**src/rtl/ram_ctrl_pkg.sv**
```systemverilog
// ram_ctrl_pkg: shared FSM state, command bundle and bound-check helper for ram_ctrl
package ram_ctrl_pkg;

    localparam int RAM_CTRL_FIELD_W = 32;

    typedef enum logic [1:0] {IDLE, WRITE, READ, DRAIN} ram_ctrl_state_e;

    typedef struct packed {
        logic                        write;
        logic [RAM_CTRL_FIELD_W-1:0] addr;
        logic [RAM_CTRL_FIELD_W-1:0] len;
    } ram_ctrl_cmd_t;

    // true when a burst of len+1 beats starting at addr stays below depth
    function automatic logic ram_ctrl_fits(input logic [31:0] addr, input logic [31:0] len,
                                           input logic [31:0] depth);
        return ({1'b0, addr} + {1'b0, len} + 33'd1) <= {1'b0, depth};
    endfunction

endpackage

```
**src/rtl/ram_if.sv**
```systemverilog
// ram_if: single-port RAM interface
//   ctrl modport: drives we/din/addr, samples dout (1-cycle read latency)
//   mem  modport: the RAM side, clocked by clk
interface ram_if #(
    parameter int AWID = 8,
    parameter int DWID = 16
) (
    input logic clk
);
    logic            we;
    logic [DWID-1:0] din;
    logic [DWID-1:0] dout;
    logic [AWID-1:0] addr;

    modport ctrl (output we, output din, output addr, input dout);
    modport mem  (input clk, input we, input din, input addr, output dout);
endinterface

```
**src/rtl/ram_ctrl_rbuf.sv**
```systemverilog
// ram_ctrl_rbuf: 2-entry read-data FIFO {data, last} with occupancy count
//   clk, rst                      clock, async active-high reset (empties buffer)
//   push, push_data, push_last    write one entry
//   pop                           drop head entry (caller only pops when count != 0)
//   head_data, head_last, count   head entry and occupancy
module ram_ctrl_rbuf #(
    parameter int DWID = 16
) (
    input  logic            clk,
    input  logic            rst,
    input  logic            push,
    input  logic [DWID-1:0] push_data,
    input  logic            push_last,
    input  logic            pop,
    output logic [DWID-1:0] head_data,
    output logic            head_last,
    output logic [1:0]      count
);
    logic [1:0][DWID-1:0] data_q;
    logic [1:0]           last_q;
    logic                 wr_ptr;
    logic                 rd_ptr;

    always_ff @(posedge clk or posedge rst) begin
        if (rst) begin
            data_q <= '0;
            last_q <= '0;
            wr_ptr <= 1'b0;
            rd_ptr <= 1'b0;
            count  <= 2'd0;
        end else begin
            if (push) begin
                data_q[wr_ptr] <= push_data;
                last_q[wr_ptr] <= push_last;
                wr_ptr         <= !wr_ptr;
            end
            if (pop)
                rd_ptr <= !rd_ptr;
            count <= count + 2'(push) - 2'(pop);
        end
    end

    assign head_data = data_q[rd_ptr];
    assign head_last = last_q[rd_ptr];

endmodule

```
**src/rtl/ram_ctrl.sv**
```systemverilog
// ram_ctrl: burst initiator on the ctrl side of ram_if
//   cmd_*    one burst command (write/read, start addr, beats-1), accepted in IDLE
//   wdata_*  write beats streamed straight into the RAM while in WRITE
//   rdata_*  read beats out of a 2-entry buffer with valid/ready, rdata_last on final beat
//   busy     burst in progress; done one-cycle completion pulse
//   err      one-cycle pulse on rejected out-of-range command (RAM_CTRL_BOUND_CHK_EN), else 0
//   ram      ram_if.ctrl port (we/din/addr driven, dout sampled one cycle after issue)
// Optional feature macro: RAM_CTRL_BOUND_CHK_EN
module ram_ctrl #(
    parameter int DEPTH = 256,
    parameter int AWID  = 8,
    parameter int DWID  = 16,
    parameter int LWID  = 8
) (
    input  logic            clk,
    input  logic            rst,
    input  logic            cmd_valid,
    output logic            cmd_ready,
    input  logic            cmd_write,
    input  logic [AWID-1:0] cmd_addr,
    input  logic [LWID-1:0] cmd_len,
    input  logic            wdata_valid,
    output logic            wdata_ready,
    input  logic [DWID-1:0] wdata,
    output logic            rdata_valid,
    input  logic            rdata_ready,
    output logic [DWID-1:0] rdata,
    output logic            rdata_last,
    output logic            busy,
    output logic            done,
    output logic            err,
    ram_if.ctrl             ram
);
    import ram_ctrl_pkg::*;

    localparam logic [LWID:0]   CNT_ONE   = (LWID+1)'(1);
    localparam logic [AWID-1:0] ADDR_ONE  = AWID'(1);
    localparam logic [AWID-1:0] ADDR_LAST = AWID'(DEPTH-1);

    ram_ctrl_state_e state, state_nxt;
    ram_ctrl_cmd_t   cmd;
    logic            unused_cmd;
    logic [AWID-1:0] addr_q, addr_inc;
    logic [LWID:0]   cnt_q;
    logic            inflight_q, inflight_last_q, done_q, err_q;
    logic [1:0]      fifo_count;
    logic [DWID-1:0] head_data;
    logic            head_last;
    logic            accept, reject, wr_beat, issue, pop, last_beat, drain_exit;
    logic [2:0]      occ;

    assign cmd        = '{write: cmd_write, addr: RAM_CTRL_FIELD_W'(cmd_addr), len: RAM_CTRL_FIELD_W'(cmd_len)};
    assign unused_cmd = ^cmd;

    // wrap explicitly so non-power-of-two depths stay in range
    assign addr_inc   = (addr_q == ADDR_LAST) ? '0 : addr_q + ADDR_ONE;
    assign last_beat  = cnt_q == CNT_ONE;
    assign accept     = state == IDLE && cmd_valid;
    assign wr_beat    = state == WRITE && wdata_valid;
    assign pop        = rdata_valid && rdata_ready;
    // buffer slots claimed next cycle: stored + in flight - leaving now
    assign occ        = 3'(fifo_count) + 3'(inflight_q) - 3'(pop);
    assign issue      = state == READ && occ < 3'd2;
    // leave DRAIN in the cycle the last entry is popped so done follows it directly
    assign drain_exit = state == DRAIN && !inflight_q &&
                        (fifo_count == 2'd0 || (fifo_count == 2'd1 && pop));

`ifdef RAM_CTRL_BOUND_CHK_EN
    assign reject = accept && !ram_ctrl_fits(cmd.addr, cmd.len, 32'(DEPTH));

    always_ff @(posedge clk or posedge rst) begin
        if (rst)
            err_q <= 1'b0;
        else
            err_q <= reject;
    end
`else
    assign reject = 1'b0;
    assign err_q  = 1'b0;
`endif

    always_ff @(posedge clk or posedge rst) begin
        if (rst)
            state <= IDLE;
        else
            state <= state_nxt;
    end

    always_comb begin
        state_nxt = state;
        case (state)
            IDLE:    if (accept && !reject) state_nxt = cmd.write ? WRITE : READ;
            WRITE:   if (wr_beat && last_beat) state_nxt = IDLE;
            READ:    if (issue && last_beat) state_nxt = DRAIN;
            DRAIN:   if (drain_exit) state_nxt = IDLE;
            default: state_nxt = IDLE;
        endcase
    end

    always_ff @(posedge clk or posedge rst) begin
        if (rst) begin
            addr_q          <= '0;
            cnt_q           <= '0;
            inflight_q      <= 1'b0;
            inflight_last_q <= 1'b0;
            done_q          <= 1'b0;
        end else begin
            done_q          <= (wr_beat && last_beat) || drain_exit;
            inflight_q      <= issue;
            inflight_last_q <= issue && last_beat;
            if (accept) begin
                addr_q <= cmd.addr[AWID-1:0];
                cnt_q  <= (LWID+1)'(cmd.len[LWID-1:0]) + CNT_ONE;
            end else if (wr_beat || issue) begin
                addr_q <= addr_inc;
                cnt_q  <= cnt_q - CNT_ONE;
            end
        end
    end

    always_comb begin
        cmd_ready   = state == IDLE && !rst;
        wdata_ready = state == WRITE;
        busy        = state != IDLE;
        done        = done_q;
        err         = err_q;
        rdata_valid = fifo_count != 2'd0;
        rdata       = head_data;
        rdata_last  = head_last && rdata_valid;
        ram.we      = wr_beat;
        ram.din     = state == WRITE ? wdata : '0;
        ram.addr    = addr_q;
    end

    ram_ctrl_rbuf #(.DWID(DWID)) u_rbuf (
        .clk       (clk),
        .rst       (rst),
        .push      (inflight_q),
        .push_data (ram.dout),
        .push_last (inflight_last_q),
        .pop       (pop),
        .head_data (head_data),
        .head_last (head_last),
        .count     (fifo_count)
    );

endmodule

```
**src/flat_wrapper.sv**
```systemverilog
// flat-port wrapper written by rule: the top's interface ports become plain ports
module ram_ctrl_flat import ram_ctrl_pkg::*;
#(
    parameter int DEPTH = 256,
    parameter int AWID  = 8,
    parameter int DWID  = 16,
    parameter int LWID  = 8
)
  (clk, rst, cmd_valid, cmd_ready, cmd_write, cmd_addr, cmd_len, wdata_valid, wdata_ready, wdata, rdata_valid, rdata_ready, rdata, rdata_last, busy, done, err, ram_we, ram_din, ram_addr, ram_dout);
  ram_if #(.AWID(AWID), .DWID(DWID)) ram_i (.clk(clk));
  input  logic clk;
  input  logic rst;
  input  logic cmd_valid;
  output logic cmd_ready;
  input  logic cmd_write;
  input  logic [AWID-1:0] cmd_addr;
  input  logic [LWID-1:0] cmd_len;
  input  logic wdata_valid;
  output logic wdata_ready;
  input  logic [DWID-1:0] wdata;
  output logic rdata_valid;
  input  logic rdata_ready;
  output logic [DWID-1:0] rdata;
  output logic rdata_last;
  output logic busy;
  output logic done;
  output logic err;
  output wire logic [$bits(ram_i.we)-1:0] ram_we;
  output wire logic [$bits(ram_i.din)-1:0] ram_din;
  output wire logic [$bits(ram_i.addr)-1:0] ram_addr;
  input wire logic [$bits(ram_i.dout)-1:0] ram_dout;
  assign ram_we = ram_i.we;
  assign ram_din = ram_i.din;
  assign ram_addr = ram_i.addr;
  assign ram_i.dout = ram_dout;
  ram_ctrl #(.DEPTH(DEPTH), .AWID(AWID), .DWID(DWID), .LWID(LWID)) u_core (.clk(clk), .rst(rst), .cmd_valid(cmd_valid), .cmd_ready(cmd_ready), .cmd_write(cmd_write), .cmd_addr(cmd_addr), .cmd_len(cmd_len), .wdata_valid(wdata_valid), .wdata_ready(wdata_ready), .wdata(wdata), .rdata_valid(rdata_valid), .rdata_ready(rdata_ready), .rdata(rdata), .rdata_last(rdata_last), .busy(busy), .done(done), .err(err), .ram(ram_i));
endmodule
```
**config.mk**
```make
export PLATFORM = sky130hd
export DESIGN_NAME = ram_ctrl_flat
export DESIGN_NICKNAME = d
export VERILOG_FILES = /design/src/rtl/ram_ctrl_pkg.sv /design/src/rtl/ram_if.sv /design/src/rtl/ram_ctrl_rbuf.sv /design/src/rtl/ram_ctrl.sv /design/src/flat_wrapper.sv
export SDC_FILE = /design/constraint.sdc
export NUM_CORES = 1
export LEC_CHECK = 0
export ABC_AREA = 1
export ABC_CLOCK_PERIOD_IN_PS = 3100
export CAP_MARGIN = 0
export CORE_MARGIN = 10
export CORE_UTILIZATION = 28
export CTS_CLUSTER_SIZE = 25
export DETAILED_ROUTE_END_ITERATION = 7
export GPL_ROUTABILITY_DRIVEN = 0
export HOLD_SLACK_MARGIN = 0.12
export PLACE_DENSITY_LB_ADDON = 0.3
export REMOVE_ABC_BUFFERS = 1
export SYNTH_ARGS = -nofsm -noshare
export SYNTH_HDL_FRONTEND = slang
export SYNTH_SLANG_ARGS = --single-unit
```
**constraint.sdc**
```tcl
create_clock -name clk -period 3.1 [get_ports clk]
set_input_delay 0.465 -clock clk [delete_from_list [all_inputs] [get_ports clk]]
set_output_delay 0.465 -clock clk [all_outputs]
set_load 0.01 [all_outputs]
```
### The metal 1 layer

The bar under the picture is 50 um long. Supply wires on this layer in gray.
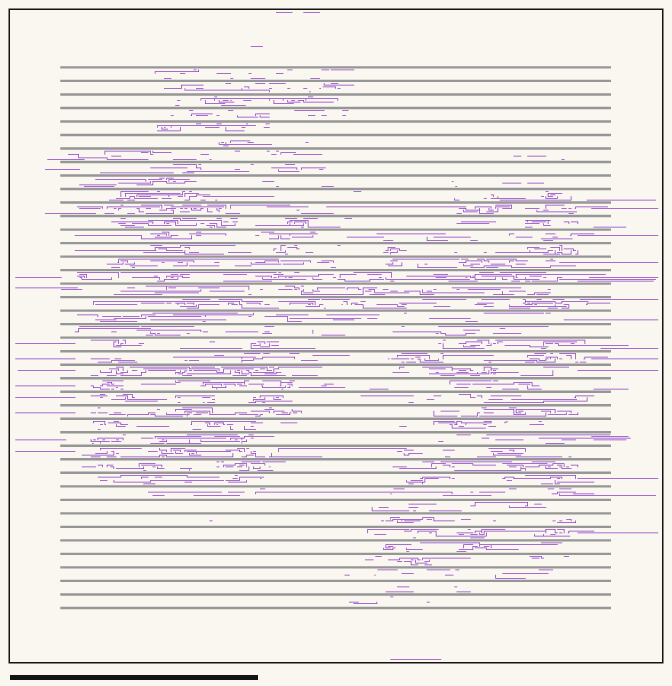
share of all routed wire: 48%
main direction: horizontal
wire length on this layer: 4640 um

### Routing congestion

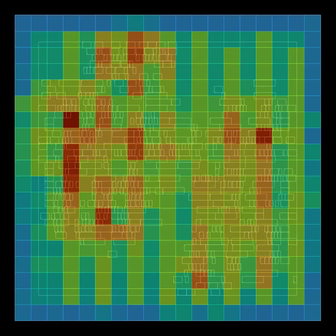
final core utilization: 0.406
met3 Resource Use GR: 0.0400
global-route track usage on met1: 0.142
Total GRT Usage: 0.111

### Metal 2

Cells faint in the background.
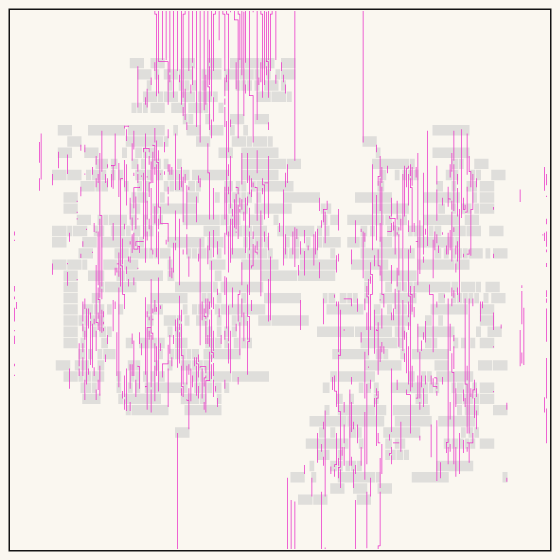
nets with wire on the layer: 481
wire length on this layer: 4270 um
longest straight run: 36.2 um
global routing usage on met2: 0.173
Detailed Route WL: 9620 um
DR vias: 3236

### Placement by cell class

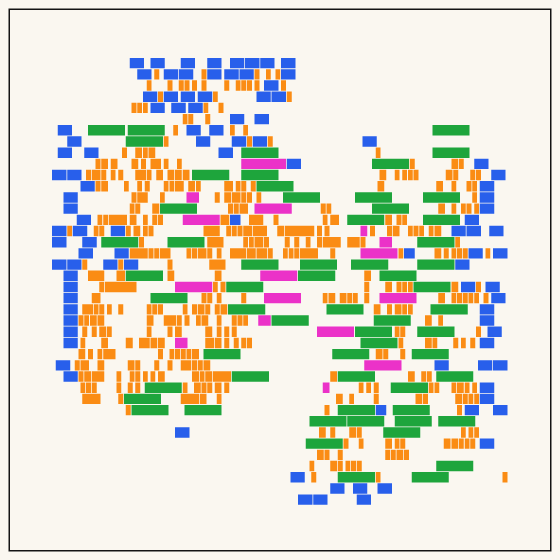
[magenta] clock drivers and dummy loads | cells: 16
[green] registers | cells: 60
[blue] remaining buffers and delay cells | cells: 103
[orange] remaining logic cells | cells: 408
flip-flop and latch share of the layout cell area: 0.307
total non-filler cell area in the finished layout: 0.00490 sq mm
Cell Rows: 40
Core Area: 0.0121 sq mm

### M3 wires

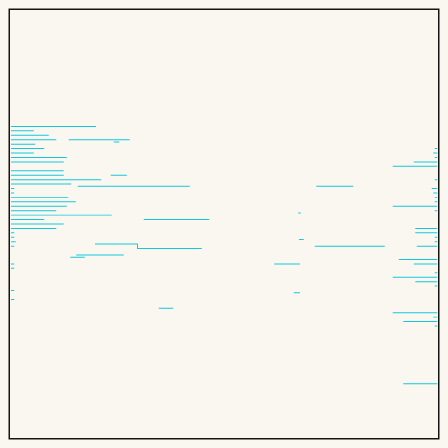
nets with wire on the layer: 69
main direction: horizontal
wire length on this layer: 645 um

==> flow_metrics.rpt <==
PHYSICAL IMPLEMENTATION REPORT
----------------------------------------------------
[Status]
  Result of the run ........................ finished, final reports clean

[Pwr]
  Comb power frac ........................ 0.512
  Internal Pwr Total ........................ between 2 and 3 mW
  Power spent charging and discharging nets ........................ roughly 2.1 mW
  Overall power consumption ........................ ~5 mW
  Worst supply voltage drop on vdd ........................ between 0.0004 and 0.0005 V
  Switching part of the total power ........................ 0.413
  Power consumed by combinational cells ........................ between 2 and 3 mW

[Synth]
  Sequential area share after synthesis ........................ 0.433
  Number of synthesized flops with an enable pin ........................ 0
  Commonest flop ........................ sky130_fd_sc_hd__dfrtp_1
  Leading area contributor after synthesis ........................ sky130_fd_sc_hd__dfrtp_1
  Portion of synthesized cell area occupied by the leading cell type ........................ 0.433
  Top logic family ........................ simple AND/OR/NAND/NOR gates
  XOR/XNOR share of the synthesized area ........................ 0.0101
  Synth Instances ........................ around 490
  Yosys warning count ........................ 0
  Yosys cell count ........................ between 400 and 500
  Fraction of synthesized area in multiplexers ........................ 0
  Adder and majority gate portion of the synthesized area ........................ 0.0274
  Seq cells post-synth ........................ 60
  Area fraction in and, or, nand and nor cells ........................ 0.329
  Unique cell types ........................ 33
  Cell types with the highest counts after synthesis ........................ 162 x sky130_fd_sc_hd__nand2_1, 65 x sky130_fd_sc_hd__inv_1, 60 x sky130_fd_sc_hd__dfrtp_1

[Clock network]
  CTS Sinks ........................ 60
  Clk slew on worst S/H paths ........................ 60 ps
  # hold bufs at CTS ........................ 0
  Later-pin clock latency in the skew report ........................ roughly 320 ps
  Clock buffers created by TritonCTS ........................ 9

[Hold path]
  WHS Endpoint ........................ u_core.u_rbuf.data_q[4]$_DFFE_PP0P_
  Worst min-delay path class ........................ register to register
  Startpoint of the lowest-slack hold path ........................ u_core.u_rbuf.data_q[4]$_DFFE_PP0P_
  Cell count of the worst hold path ........................ 2

[Timing]
  Part of the cycle the worst path needs ........................ 0.868
  Number of pins exceeding their max-slew limit in the final report ........................ 0
  Time the final worst path needs with I/O delays and setup ........................ 2690 ps
  Setup TNS Final ........................ 0 ps
  Timing-limited maximum frequency ........................ 0.372 GHz
  Setup Skew ........................ between 5 and 6 ps
  Slew at the pin closest to its max-slew limit ........................ between 1000 and 1500 ps
  Final number of hold-violating endpoints ........................ 0
  Unrepaired setup endpoints after global routing ........................ false

[Place]
  Number of buffers inserted by port buffering ........................ ~100
  Final HPWL DP ........................ just over 7000 um
  Placed Cells ........................ roughly 740

[Worst setup path]
  Setup slack, reg-to-reg ........................ about 510 ps
  Setup Crit Path Kind ........................ input pin to register
  Critical path data required time ........................ 3300 ps
  Endpoint of the worst-slack reg-to-reg timing path ........................ u_core.state[1]$_DFFE_PP0P_
  Data arrival time at the worst-slack endpoint ........................ between 2000 and 3000 ps
  Crit. End Element ........................ register
  Beginning of the worst register-to-register path ........................ u_core.u_rbuf.count[1]$_DFF_PP0_
  Start point of the critical path ........................ rdata_ready
  Cell chain of the critical path ........................ clkdlybuf4s50_1 -> inv_1 -> nor2_1 -> ha_1 -> inv_1 -> ha_1 -> fa_1 -> nand3b_1 -> nor2_2 -> nand2_2 -> nand2_2 -> nand3_2 -> nand2_1 -> nand2_1

[Layout]
  Flop count ........................ about 60
  Number of buffers other than clock buffers in the final layout ........................ slightly above 100
  Share of cells above drive strength 1 ........................ 0.0664
  Inverters, non-clock ........................ 69
  Number of nets in the finished design ........................ roughly 640
  Fillcell total ........................ 1248
  Count of antenna diodes in the layout ........................ 0
  Register with the most flip-flops ........................ u_core.u_rbuf.data_q
  Post-synthesis to final-layout area growth ........................ 41.4%
  Max reg flops ........................ 32
  Area of the multi-input gates ........................ between 0.0015 and 0.002 sq mm
  Dominant kind of cell ........................ multi-input combinational cells

[Routing]
  Routed met2 length ........................ roughly 4300 um
  Wirelength per Cell ........................ ~13 um

[Global routing]
  Vias in the first global route ........................ roughly 3300
  Wire length of the first global-routing pass ........................ about 16000 um
  Total global routing overflow ........................ 0

[Die]
  FP Core Util ........................ 0.287
  Tap Cells ........................ ~170

----------------------------------------------------
No activity file was given, so power comes from the tool's default toggle rates.
